--- src/rtl/ula_pkg.sv ---
`default_nettype none
// ============================================================================
// Module      : ula_pkg
// Description : Shared constants and enumerations for the ULA accumulator
//               sequencer: datapath width, opcode encoding, FSM states.
// Revision    : 1.0 - initial release
// ============================================================================
package ula_pkg;

   localparam int C_WIDTH = 8;

   typedef enum logic [2:0] {
      OP_LOAD = 3'b000,
      OP_ADD  = 3'b001,
      OP_SUB  = 3'b010,
      OP_AND  = 3'b011,
      OP_OR   = 3'b100,
      OP_MUL  = 3'b101,
      OP_CLR  = 3'b110,
      OP_RSVD = 3'b111
   } op_e;

   typedef enum logic [1:0] {
      ST_IDLE = 2'd0,
      ST_EXEC = 2'd1,
      ST_MUL  = 2'd2,
      ST_DONE = 2'd3
   } state_e;

endpackage : ula_pkg
`default_nettype wire

--- src/rtl/ula_mul_unit.sv ---
`default_nettype none
// ============================================================================
// Module      : ula_mul_unit
// Description : Shift-add multiplier sequencing state. Holds multiplicand M,
//               multiplier Q, partial product P and the iteration counter, and
//               presents the operands the shared ULA adder needs each cycle.
// Ports       : clk, rst         - clock, synchronous active-high reset
//               i_start          - load M=i_acc, Q=i_b, P=0, counter=0
//               i_run            - perform one iteration this cycle
//               i_acc, i_b       - initial multiplicand / multiplier
//               i_sum            - ULA adder sum (P + partial term)
//               o_alu_a, o_alu_b - adder operands (0 when not running)
//               o_done           - this cycle is the 8th iteration
// Revision    : 1.0 - initial release
// ============================================================================
module ula_mul_unit
   import ula_pkg::*;
(
   input  logic               clk,
   input  logic               rst,
   input  logic               i_start,
   input  logic               i_run,
   input  logic [C_WIDTH-1:0] i_acc,
   input  logic [C_WIDTH-1:0] i_b,
   input  logic [C_WIDTH-1:0] i_sum,
   output logic [C_WIDTH-1:0] o_alu_a,
   output logic [C_WIDTH-1:0] o_alu_b,
   output logic               o_done
);

   logic [C_WIDTH-1:0] m_q, m_d;
   logic [C_WIDTH-1:0] q_q, q_d;
   logic [C_WIDTH-1:0] p_q, p_d;
   logic [2:0]         cnt_q, cnt_d;

   always_comb begin
      m_d   = m_q;
      q_d   = q_q;
      p_d   = p_q;
      cnt_d = cnt_q;
      if (i_start) begin
         m_d   = i_acc;
         q_d   = i_b;
         p_d   = '0;
         cnt_d = 3'd0;
      end else if (i_run) begin
         p_d   = i_sum;
         m_d   = m_q << 1;
         q_d   = q_q >> 1;
         cnt_d = cnt_q + 3'd1;
      end
   end

   always_ff @(posedge clk) begin
      if (rst) begin
         m_q   <= '0;
         q_q   <= '0;
         p_q   <= '0;
         cnt_q <= 3'd0;
      end else begin
         m_q   <= m_d;
         q_q   <= q_d;
         p_q   <= p_d;
         cnt_q <= cnt_d;
      end
   end

   // Partial term is M when the current multiplier LSB is set, else zero.
   assign o_alu_a = i_run ? p_q : '0;
   assign o_alu_b = (i_run && q_q[0]) ? m_q : '0;
   assign o_done  = i_run && (cnt_q == 3'd7);

endmodule : ula_mul_unit
`default_nettype wire

--- src/rtl/ula_acc_sequencer.sv ---
`default_nettype none
// ============================================================================
// Module      : ula_acc_sequencer
// Description : Accumulator command sequencer in front of the 8-bit ULA.
//               Accepts one command per valid/ready handshake, drives the ULA
//               operands, captures results into ACC with Z/C/ERR flags, and
//               sequences MUL as 8 shift-add iterations through the adder.
// Ports       : CLK, RST                      - clock, sync active-high reset
//               CMD_VALID/READY/OP/DATA       - command handshake
//               RSP_VALID, RSP_DATA           - one-cycle result pulse
//               FLAG_Z, FLAG_C, FLAG_ERR      - status of last command
//               ALU_A, ALU_B, ALU_CIN         - ULA inputs
//               ALU_SUM, ALU_COUT, ALU_AND,
//               ALU_OR                        - ULA results
// Revision    : 1.0 - initial release
// ============================================================================
module ula_acc_sequencer
   import ula_pkg::*;
#(
   parameter int WIDTH = 8
) (
   input  logic             CLK,
   input  logic             RST,
   input  logic             CMD_VALID,
   output logic             CMD_READY,
   input  logic [2:0]       CMD_OP,
   input  logic [WIDTH-1:0] CMD_DATA,
   output logic             RSP_VALID,
   output logic [WIDTH-1:0] RSP_DATA,
   output logic             FLAG_Z,
   output logic             FLAG_C,
   output logic             FLAG_ERR,
   output logic [WIDTH-1:0] ALU_A,
   output logic [WIDTH-1:0] ALU_B,
   output logic             ALU_CIN,
   input  logic [WIDTH-1:0] ALU_SUM,
   input  logic             ALU_COUT,
   input  logic [WIDTH-1:0] ALU_AND,
   input  logic [WIDTH-1:0] ALU_OR
);

   state_e             state_q, state_d;
   op_e                op_q, op_d;
   logic [WIDTH-1:0]   b_q, b_d;
   logic [WIDTH-1:0]   acc_q, acc_d;
   logic               z_q, z_d;
   logic               c_q, c_d;
   logic               err_q, err_d;

   logic               mul_start;
   logic               mul_run;
   logic               mul_done;
   logic [WIDTH-1:0]   mul_a;
   logic [WIDTH-1:0]   mul_b;

   ula_mul_unit u_mul (
      .clk     (CLK),
      .rst     (RST),
      .i_start (mul_start),
      .i_run   (mul_run),
      .i_acc   (acc_q),
      .i_b     (CMD_DATA),
      .i_sum   (ALU_SUM),
      .o_alu_a (mul_a),
      .o_alu_b (mul_b),
      .o_done  (mul_done)
   );

   always_comb begin
      state_d   = state_q;
      op_d      = op_q;
      b_d       = b_q;
      acc_d     = acc_q;
      z_d       = z_q;
      c_d       = c_q;
      err_d     = err_q;
      mul_start = 1'b0;
      mul_run   = 1'b0;
      ALU_A     = '0;
      ALU_B     = '0;
      ALU_CIN   = 1'b0;

      case (state_q)
         ST_IDLE: begin
            if (CMD_VALID && CMD_READY) begin
               op_d      = op_e'(CMD_OP);
               b_d       = CMD_DATA;
               mul_start = (op_e'(CMD_OP) == OP_MUL);
               state_d   = (op_e'(CMD_OP) == OP_MUL) ? ST_MUL : ST_EXEC;
            end
         end

         ST_EXEC: begin
            // SUB is ACC + ~B + 1, so COUT=1 means no borrow.
            ALU_A   = acc_q;
            ALU_B   = (op_q == OP_SUB) ? ~b_q : b_q;
            ALU_CIN = (op_q == OP_SUB);
            c_d     = 1'b0;
            err_d   = 1'b0;
            case (op_q)
               OP_LOAD: acc_d = b_q;
               OP_ADD,
               OP_SUB: begin
                  acc_d = ALU_SUM;
                  c_d   = ALU_COUT;
               end
               OP_AND:  acc_d = ALU_AND;
               OP_OR:   acc_d = ALU_OR;
               OP_CLR:  acc_d = '0;
               OP_RSVD: err_d = 1'b1;
               default: acc_d = acc_q;
            endcase
            z_d     = (acc_d == '0);
            state_d = ST_DONE;
         end

         ST_MUL: begin
            mul_run = 1'b1;
            ALU_A   = mul_a;
            ALU_B   = mul_b;
            if (mul_done) begin
               acc_d   = ALU_SUM;
               z_d     = (ALU_SUM == '0);
               c_d     = 1'b0;
               err_d   = 1'b0;
               state_d = ST_DONE;
            end
         end

         ST_DONE: state_d = ST_IDLE;

         default: state_d = ST_IDLE;
      endcase
   end

   always_ff @(posedge CLK) begin
      if (RST) begin
         state_q <= ST_IDLE;
         op_q    <= OP_LOAD;
         b_q     <= '0;
         acc_q   <= '0;
         z_q     <= 1'b0;
         c_q     <= 1'b0;
         err_q   <= 1'b0;
      end else begin
         state_q <= state_d;
         op_q    <= op_d;
         b_q     <= b_d;
         acc_q   <= acc_d;
         z_q     <= z_d;
         c_q     <= c_d;
         err_q   <= err_d;
      end
   end

   // Reset aborts immediately: no handshake and no response while RST is high.
   assign CMD_READY = (state_q == ST_IDLE) && !RST;
   assign RSP_VALID = (state_q == ST_DONE) && !RST;
   assign RSP_DATA  = acc_q;
   assign FLAG_Z    = z_q;
   assign FLAG_C    = c_q;
   assign FLAG_ERR  = err_q;

endmodule : ula_acc_sequencer
`default_nettype wire

--- config.mk ---
export PLATFORM = sky130hd
export DESIGN_NAME = ula_acc_sequencer
export DESIGN_NICKNAME = d
export VERILOG_FILES = /design/src/rtl/ula_pkg.sv /design/src/rtl/ula_mul_unit.sv /design/src/rtl/ula_acc_sequencer.sv
export SDC_FILE = /design/constraint.sdc
export NUM_CORES = 1
export LEC_CHECK = 0
export CAP_MARGIN = 15
export CORE_ASPECT_RATIO = 1.5
export CORE_MARGIN = 3
export CORE_UTILIZATION = 50
export CTS_CLUSTER_SIZE = 16
export DETAILED_ROUTE_END_ITERATION = 8
export PLACE_DENSITY_LB_ADDON = 0.15
export SETUP_SLACK_MARGIN = 0.05
export SYNTH_ARGS = -nofsm -noshare
export SYNTH_HDL_FRONTEND = slang
export SYNTH_SLANG_ARGS = --single-unit
--- constraint.sdc ---
create_clock -name CLK -period 2.4 [get_ports CLK]
set_input_delay 0.48 -clock CLK [delete_from_list [all_inputs] [get_ports CLK]]
set_output_delay 0.48 -clock CLK [all_outputs]
set_load 0.05 [all_outputs]
metal_density.png
The die is cut into 14 by 20 equal tiles; dark blue is low, red is high, scaled to the fullest tile. Values are wire area over tile area, all layers added.
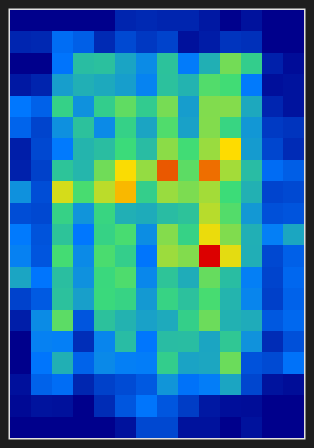
The emptiest ninth of the die: south-west. 9.3% of the tiles are nearly empty. The fullest tile reaches 0.73. The mean over all tiles is 0.21. The densest ninth of the die: center.
Vias: 2,869
GRT Overall Usage: 0.266
routed len/inst: 18.3 um
routed wire length: 8.92 mm

clk_routes.png
Bar = 20 um.
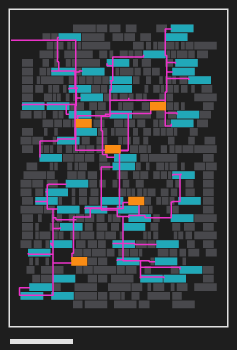
Cyan shows flip-flops, count 51. Magenta shows clock wires, length 616 um. Orange shows clock drivers, count 5.
Position of the flops: widely spread.
clk_skew: 10.3 ps
Late-Pin Clk Latency: 310 ps
Power Clock: 507 uW
clock share of power: 0.148

sizes.png
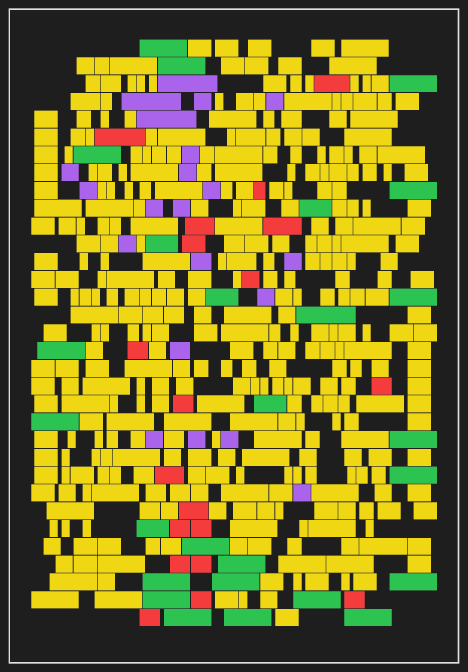
Purple shows _3 and _4 cells, cells 21, share 5.0%, most used buf_4. Yellow shows _0 and _1 cells, cells 351, share 84%, most used dfxtp_1. Green shows _6 and larger, cells 26, share 6.2%, most used buf_12. Red shows _2 cells, cells 19, share 4.6%, most used nor2b_2.
Non-CTS buffers: 84
fin worst setup slack: 171 ps
Area Overhead vs Synth: 38.4%

[cells by family (layout without fill, tap and decap cells)]
kind of cell               Yosys count  in the layout  share of synthesized area
and+or+nand+nor                    145            145                      0.254
AOI/OAI and AO/OA                   85             85                      0.197
DFF                                 51             51                      0.349
buffers and inverters               31             95                     0.0556
muxes                               25             25                     0.0856
xor gates and xnor gates            10             10                     0.0325
adders and majority gates            6              6                     0.0257
[power by group through the flow]
stage / clock [mW] / combinational [mW] / sequential, mW
after floorplan: 0 / 0.924 / 1.34
after global placement: 0 / 1.64 / 1.17
after global routing: 0.545 / 1.90 / 1.18
after detailed placement: 0 / 1.67 / 1.17
final: 0.507 / 1.77 / 1.16
after CTS: 0.513 / 1.68 / 1.15
[repair_timing]
item	CTS	global route
hold buffers	0	0
endpoints found under the setup margin	16	16
resized	2	10
cloned	0	1
==> flow_metrics.py <==
# Metrics from the implementation run
metrics = {
    "run_status": {
        "status": "completed",
    },
    "critical_path": {
        "ff2ff_setup_slack_ps": 310,
        "ff2ff_path_depth": 8,
        "crit_path_start_kind": "flop",
        "crit-reg2reg-launch": "state_q[0]",
        "startpoint": "state_q[1]",
        "worstSetupEndpointType": "primary output",
        "max_stage_delay_ps": 430,
    },
    "cells_and_area": {
        "num-nonclk-inverters": 3,
        "clkCellAreaFrac": 0.0220,
        "nets": 461,
        "largest_cell_class": "logic gates",
        "antenna_cells": 0,
        "sh_comb_area": 0.449,
        "clkbuf_count": 5,
        "fin_cells": 487,
        "fill_cells": 440,
    },
    "final_timing": {
        "fmax_ghz": 0.449,
        "drv_slew": 0,
        "rsz0062_at_grt": "no",
    },
    "global_routing": {
        "grt_pass1_vias": 2810,
        "grt_pass1_wl_mm": 13.6,
        "grt_use_met3": 0.0407,
    },
    "die": {
        "io_pins": 69,
        "rows": 33,
        "nWellTaps": 70,
    },
    "drt": {
        "dr.pass1.iters": 5,
        "m1WireLength_mm": 3.46,
        "met3_length_um": 550,
        "ant_nets": 0,
    },
    "place": {
        "dpl-instance-area_um2": 3880,
        "place_ws_ps": 193,
    },
    "synthesis": {
        "yosys_warnings": 0,
        "edf_count": 0,
        "synth.area.top_cells": "dfxtp_1 (35%), mux2i_1 (8.6%), nor2b_1 (7.1%)",
        "yosys.area.top_type": "dfxtp_1",
    },
    "pwr": {
        "leakage_nw": 1.45,
        "pwr-share-seq": 0.338,
        "power.density_nw_per_um2": 850,
        "peakVddDrop_mv": 0.419,
    },
    "clock_tree": {
        "cts_root_buf": "clkbuf_8",
        "tritoncts": "done",
        "cts_made_buffers": 5,
        "cts_buffer_depth": 2,
    },
    "min_path": {
        "whs_path_depth": 2,
        "holdPathEnd": "FLAG_C",
    },
}
No activity file was given, so power comes from the tool's default toggle rates.
